===== config.mk =====
export PLATFORM = sky130hd
export DESIGN_NAME = serial_subtractor
export DESIGN_NICKNAME = d
export VERILOG_FILES = /design/src/rtl/serial_sub_pkg.sv /design/src/rtl/full_subtractor_bit.sv /design/src/rtl/serial_subtractor.sv
export SDC_FILE = /design/constraint.sdc
export NUM_CORES = 1
export LEC_CHECK = 0
export CAP_MARGIN = 20
export CORE_MARGIN = 3
export CORE_UTILIZATION = 49
export CTS_CLUSTER_SIZE = 24
export DETAILED_ROUTE_END_ITERATION = 8
export PLACE_DENSITY = 0.77
export SLEW_MARGIN = 20
export SYNTH_ARGS = -nofsm -noshare
export SYNTH_HDL_FRONTEND = slang
export SYNTH_SLANG_ARGS = --single-unit

===== constraint.sdc =====
create_clock -name clk -period 1.6 [get_ports clk]
set_input_delay 0.32 -clock clk [delete_from_list [all_inputs] [get_ports clk]]
set_output_delay 0.32 -clock clk [all_outputs]
set_load 0.05 [all_outputs]

===== src/rtl/serial_sub_pkg.sv =====
// Shared types and defaults for the bit-serial subtractor.
// Used by serial_subtractor (optional SERIAL_SUBTRACTOR_SIGNED_FLAGS_EN build).
package serial_sub_pkg;

    localparam int DEFAULT_WIDTH = 4;

    typedef enum logic [1:0] {
        IDLE  = 2'b00,
        SHIFT = 2'b01,
        DONE  = 2'b10
    } state_t;

endpackage


===== src/rtl/full_subtractor_bit.sv =====
// One-bit full subtractor cell: diff = a - b - bin with borrow out.
// Borrow counterpart of the ripple-carry adder cell.
module full_subtractor_bit (
    input  logic a,
    input  logic b,
    input  logic bin,
    output logic diff,
    output logic bout
);

    assign diff = a ^ b ^ bin;
    assign bout = (~a & b) | (~(a ^ b) & bin);

endmodule


===== src/rtl/serial_subtractor.sv =====
// Bit-serial two's-complement subtractor, D = A - B, LSB first, valid/ready on both sides.
// Define SERIAL_SUBTRACTOR_SIGNED_FLAGS_EN to add registered overflow/negative outputs.
module serial_subtractor
    import serial_sub_pkg::*;
#(
    parameter  int WIDTH = DEFAULT_WIDTH,
    localparam int CNT_W = $clog2(WIDTH + 1)
) (
    input  logic             clk,
    input  logic             rst_n,
    input  logic             ena,
    input  logic             in_valid,
    output logic             in_ready,
    input  logic [WIDTH-1:0] a,
    input  logic [WIDTH-1:0] b,
    output logic             out_valid,
    input  logic             out_ready,
    output logic [WIDTH-1:0] d,
    output logic             borrow
`ifdef SERIAL_SUBTRACTOR_SIGNED_FLAGS_EN
    ,
    output logic             overflow,
    output logic             negative
`endif
);

    state_t           state_q;
    logic [WIDTH-1:0] a_q, b_q;
    logic [CNT_W-1:0] cnt_q;
    logic             bor_q;
    logic [WIDTH-1:0] d_q;
    logic             borrow_q;
    logic             in_ready_q;
    logic             out_valid_q;

    logic             diff, bout;
    logic [WIDTH-1:0] a_d, b_d;
    logic [CNT_W-1:0] cnt_d;
    logic             last_shift;

    full_subtractor_bit u_cell (
        .a    (a_q[0]),
        .b    (b_q[0]),
        .bin  (bor_q),
        .diff (diff),
        .bout (bout)
    );

    // The minuend register doubles as the result register: each freed MSB takes the new diff bit.
    // NOTE: every signal written here gets a value on every path, so no latch is inferred.
    always_comb begin
        a_d        = {diff, a_q[WIDTH-1:1]};
        b_d        = {1'b0, b_q[WIDTH-1:1]};
        cnt_d      = cnt_q + CNT_W'(1);
        last_shift = (cnt_q == CNT_W'(WIDTH - 1));
    end

`ifdef SERIAL_SUBTRACTOR_SIGNED_FLAGS_EN
    logic overflow_q, negative_q;

    // On the final shift a_q[0]/b_q[0] hold the original operand MSBs.
    always_ff @(posedge clk or negedge rst_n) begin
        if (!rst_n) begin
            overflow_q <= 1'b0;
            negative_q <= 1'b0;
        end else if (ena && state_q == SHIFT && last_shift) begin
            overflow_q <= (a_q[0] ^ b_q[0]) & (a_q[0] ^ diff);
            negative_q <= diff;
        end
    end

    assign overflow = overflow_q;
    assign negative = negative_q;
`endif

    // NOTE: state uses non-blocking assignments so every register samples pre-edge values.
    // NOTE: datapath registers are reset too, so d reads 0 and no X leaks out before the first result.
    always_ff @(posedge clk or negedge rst_n) begin
        if (!rst_n) begin
            state_q     <= IDLE;
            a_q         <= '0;
            b_q         <= '0;
            cnt_q       <= '0;
            bor_q       <= 1'b0;
            d_q         <= '0;
            borrow_q    <= 1'b0;
            in_ready_q  <= 1'b1;
            out_valid_q <= 1'b0;
        end else if (ena) begin
            case (state_q)
                IDLE: begin
                    if (in_valid) begin
                        a_q        <= a;
                        b_q        <= b;
                        bor_q      <= 1'b0;
                        cnt_q      <= '0;
                        in_ready_q <= 1'b0;
                        state_q    <= SHIFT;
                    end
                end
                SHIFT: begin
                    a_q   <= a_d;
                    b_q   <= b_d;
                    bor_q <= bout;
                    cnt_q <= cnt_d;
                    if (last_shift) begin
                        d_q         <= a_d;
                        borrow_q    <= bout;
                        out_valid_q <= 1'b1;
                        state_q     <= DONE;
                    end
                end
                DONE: begin
                    // in_ready only rises after this edge, so no accept shares the output handshake cycle.
                    if (out_ready) begin
                        out_valid_q <= 1'b0;
                        in_ready_q  <= 1'b1;
                        state_q     <= IDLE;
                    end
                end
                default: begin
                    out_valid_q <= 1'b0;
                    in_ready_q  <= 1'b1;
                    state_q     <= IDLE;
                end
            endcase
        end
    end

    assign in_ready  = in_ready_q;
    assign out_valid = out_valid_q;
    assign d         = d_q;
    assign borrow    = borrow_q;

endmodule


==> reports/qor.yml, run 1 <==
routing:
  wl_per_cell_um: 13.0
  dr_wl_met3_um: 70
  vias: 720
cells_and_area:
  layout_top_cell: "dfrtp_1"
  syn_to_final_growth_pct: 26.7
  flop-count: 21
  antenna_cells: 0
  nets: 127
  dominant-cell-class: "flip-flops and latches"
  clkCellAreaFrac: 0.0208
  seq_share: 0.417
  comb_cells: 58
  final_cells: 135
logic_synthesis:
  synth_area_per_cell_um2: 11.7
  top_area_cell: "dfrtp_1"
  aoi_share: 0.146
  ys_top_logic_family: "AND-OR/OR-AND gates"
  mux_area_frac: 0.130
  top_cell: "dfrtp_1"
  synthCells: 85
  synthXorXnorAreaFrac: 0
  ys.flops: 21
  adder_share: 0.0452
  floorplan.nets: 101
  edf_count: 0
  ys_cells: 85
  synth.cellmix.simpleShare: 0.113
  postSynth.asyncResetShare: 1.00
clock_network:
  cts.sinks: 21
  clk_latency_ns: 0.31
  h-tree-depth: 1
power:
  power_mw: 2.34
  combinationalPower_mw: 1.15
  p_leak_nw: 0.622
  ir_drop_mv: 1.01
  combPwrFrac: 0.491
floorplanning:
  die_area_mm2: 0.00261
  io_pins: 20
flow_run:
  warnings: 26
  max_cap_viol_count: 0
sta:
  maxSlewViolCount: 0
  hold_viol_final: 0
  worst_clock_skew_ns: 0.00890
grt:
  grtUsageMet2: 0.268
  antenna_found_initial: 0
  busiest_layer: "met2"
setup_path:
  cp_top_family: "adder cells"
  required_ns: 1.80
  cp.depth: 4
  crit_path_frequent_cell: "ha_1"
status:
  status: "completed"
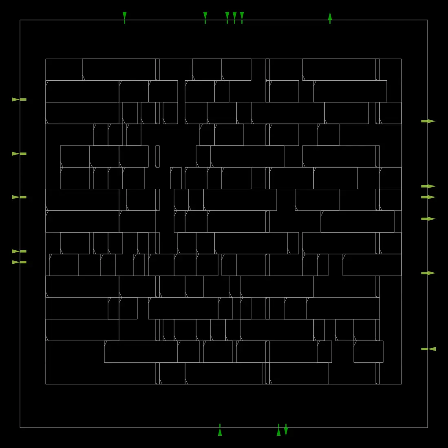
Fig. 1. Cell outlines without signal wires (run 1).
fillcell total: 126
Tapcell Cnt: 25

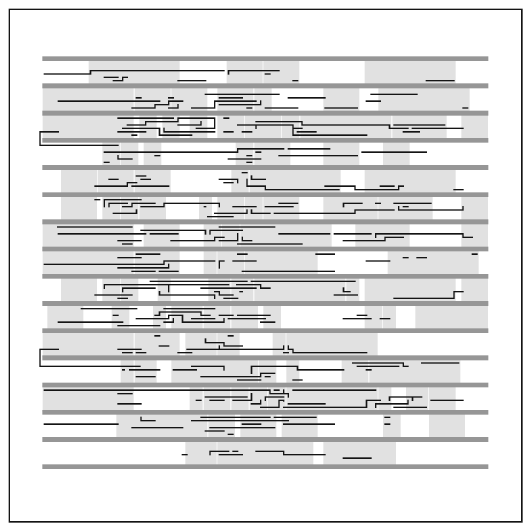
Fig. 2. Met1 routing (run 1).
Scale: 10 px per um. Supply wires on this layer in grey.
longest straight run: 22.5 um
share of all routed wire: 47%
nets with wire on the layer: 110
main direction: horizontal

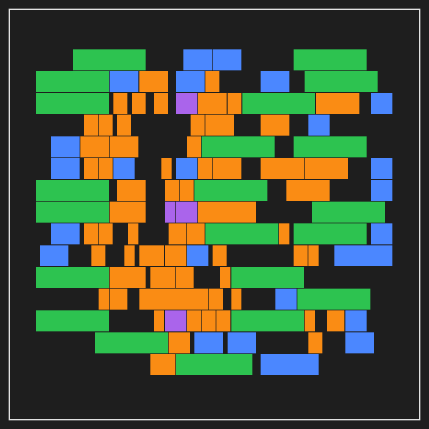
Fig. 3. Placement by cell class (run 1).
Scale: 8 px per um.
[orange] combinational and other logic | cells: 61 | share of their area: 36%
[purple] clock drivers and dummy loads | cells: 4 | share of their area: 2.1%
[blue] remaining buffers and delay cells | cells: 24 | share of their area: 19%
[green] sequential cells | cells: 21 | share of their area: 43%
core area: 0.00182 mm^2
utilization after layout: 0.694

==> run 2: changes to the inputs <==
--- a/config.mk
+++ b/config.mk
@@ -11,6 +11,7 @@
 export CTS_CLUSTER_SIZE = 24
 export DETAILED_ROUTE_END_ITERATION = 8
 export PLACE_DENSITY = 0.77
+export RECOVER_POWER = 25
 export SLEW_MARGIN = 20
 export SYNTH_ARGS = -nofsm -noshare
 export SYNTH_HDL_FRONTEND = slang
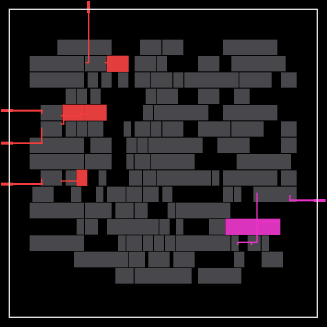
Fig. 4. Wires at chosen ports, followed through buffers (run 2).
Scale: 6 px per um.
[magenta] `out_valid` | bits: 1 | direction: output | edge: east | end cells: 1 | buffers: 1 | wire: 20.6 um
[red] `b` | bits: 4 | direction: input | edge: 3 west, 1 north | end cells: 4 | buffers: 4 | wire: 38.0 um

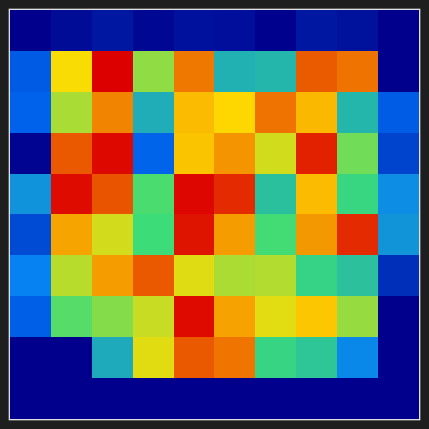
Fig. 5. Cell area per tile (run 2).
Scale: 8 px per um. The die is cut into 10 by 10 equal tiles; dark blue is low, red is high, 0 to 100% covered.
mean over tiles: 47%
densest ninth of the die: centre
nearly empty tiles: 20%
fp util: 0.548
utilization after layout: 0.692

==> run 2 against run 1 <==
Via count stayed put. Worst setup slack stayed put. Cell count stayed put. Register-to-register slack hardly changed. First-iteration DRC count stayed put. Non-clock buffer count stayed put. Critical path type unchanged. Critical endpoint unchanged.
==> reports/qor.yml, run 2 <==
status:
  status: "completed"
cells_and_area:
  comb_cells: 58
  clkCellAreaFrac: 0.0209
  seq_share: 0.418
  layout_top_cell: "dfrtp_1"
  flop-count: 21
  syn_to_final_growth_pct: 26.3
  antenna_cells: 0
  dominant-cell-class: "flip-flops and latches"
setup_path:
  arrival_ns: 1.64
  cp_top_family: "adder cells"
  crit_path_frequent_cell: "ha_1"
logic_synthesis:
  aoi_share: 0.146
  ys_cells: 85
  synth.cellmix.simpleShare: 0.113
  synthCells: 85
  synth_area_per_cell_um2: 11.7
  top_cell: "dfrtp_1"
  top_area_cell: "dfrtp_1"
  ys.flops: 21
  synth-area-yosys_um2: 997
  ys_top_logic_family: "AND-OR/OR-AND gates"
  top_area_frac: 0.502
  edf_count: 0
  adder_share: 0.0452
  postSynth.asyncResetShare: 1.00
  mux_area_frac: 0.130
  synthXorXnorAreaFrac: 0
  floorplan.nets: 101
sta:
  hold_viol_final: 0
  worst_pin_slew_ns: 1.10
  worst_clock_skew_ns: 0.00890
power:
  combinationalPower_mw: 1.15
  p_leak_nw: 0.618
  ir_drop_mv: 1.01
  power_mw: 2.34
  combPwrFrac: 0.491
grt:
  grtUsageMet2: 0.268
  antenna_found_initial: 0
  busiest_layer: "met2"
routing:
  drt-met1-wl_um: 824
  wl_per_cell_um: 13.0
  dr.first_iter.drc_count: 5
  vias: 720
  dr_wl_met3_um: 70
floorplanning:
  core-area_mm2: 0.00182
  nWellTaps: 25
  io_pins: 20
clock_network:
  cts.sinks: 21
  post_cts_buffers: 0
  clk_latency_ns: 0.31
  h-tree-depth: 1
flow_run:
  max_cap_viol_count: 0
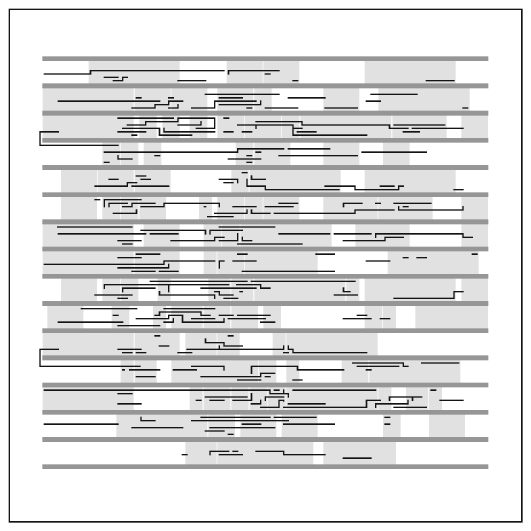
Fig. 6. Met1 routing (run 2).
Scale: 10 px per um. Supply wires on this layer in grey.
longest straight run: 22.5 um
nets with wire on the layer: 110

Power is estimated from default activity; no workload was simulated.
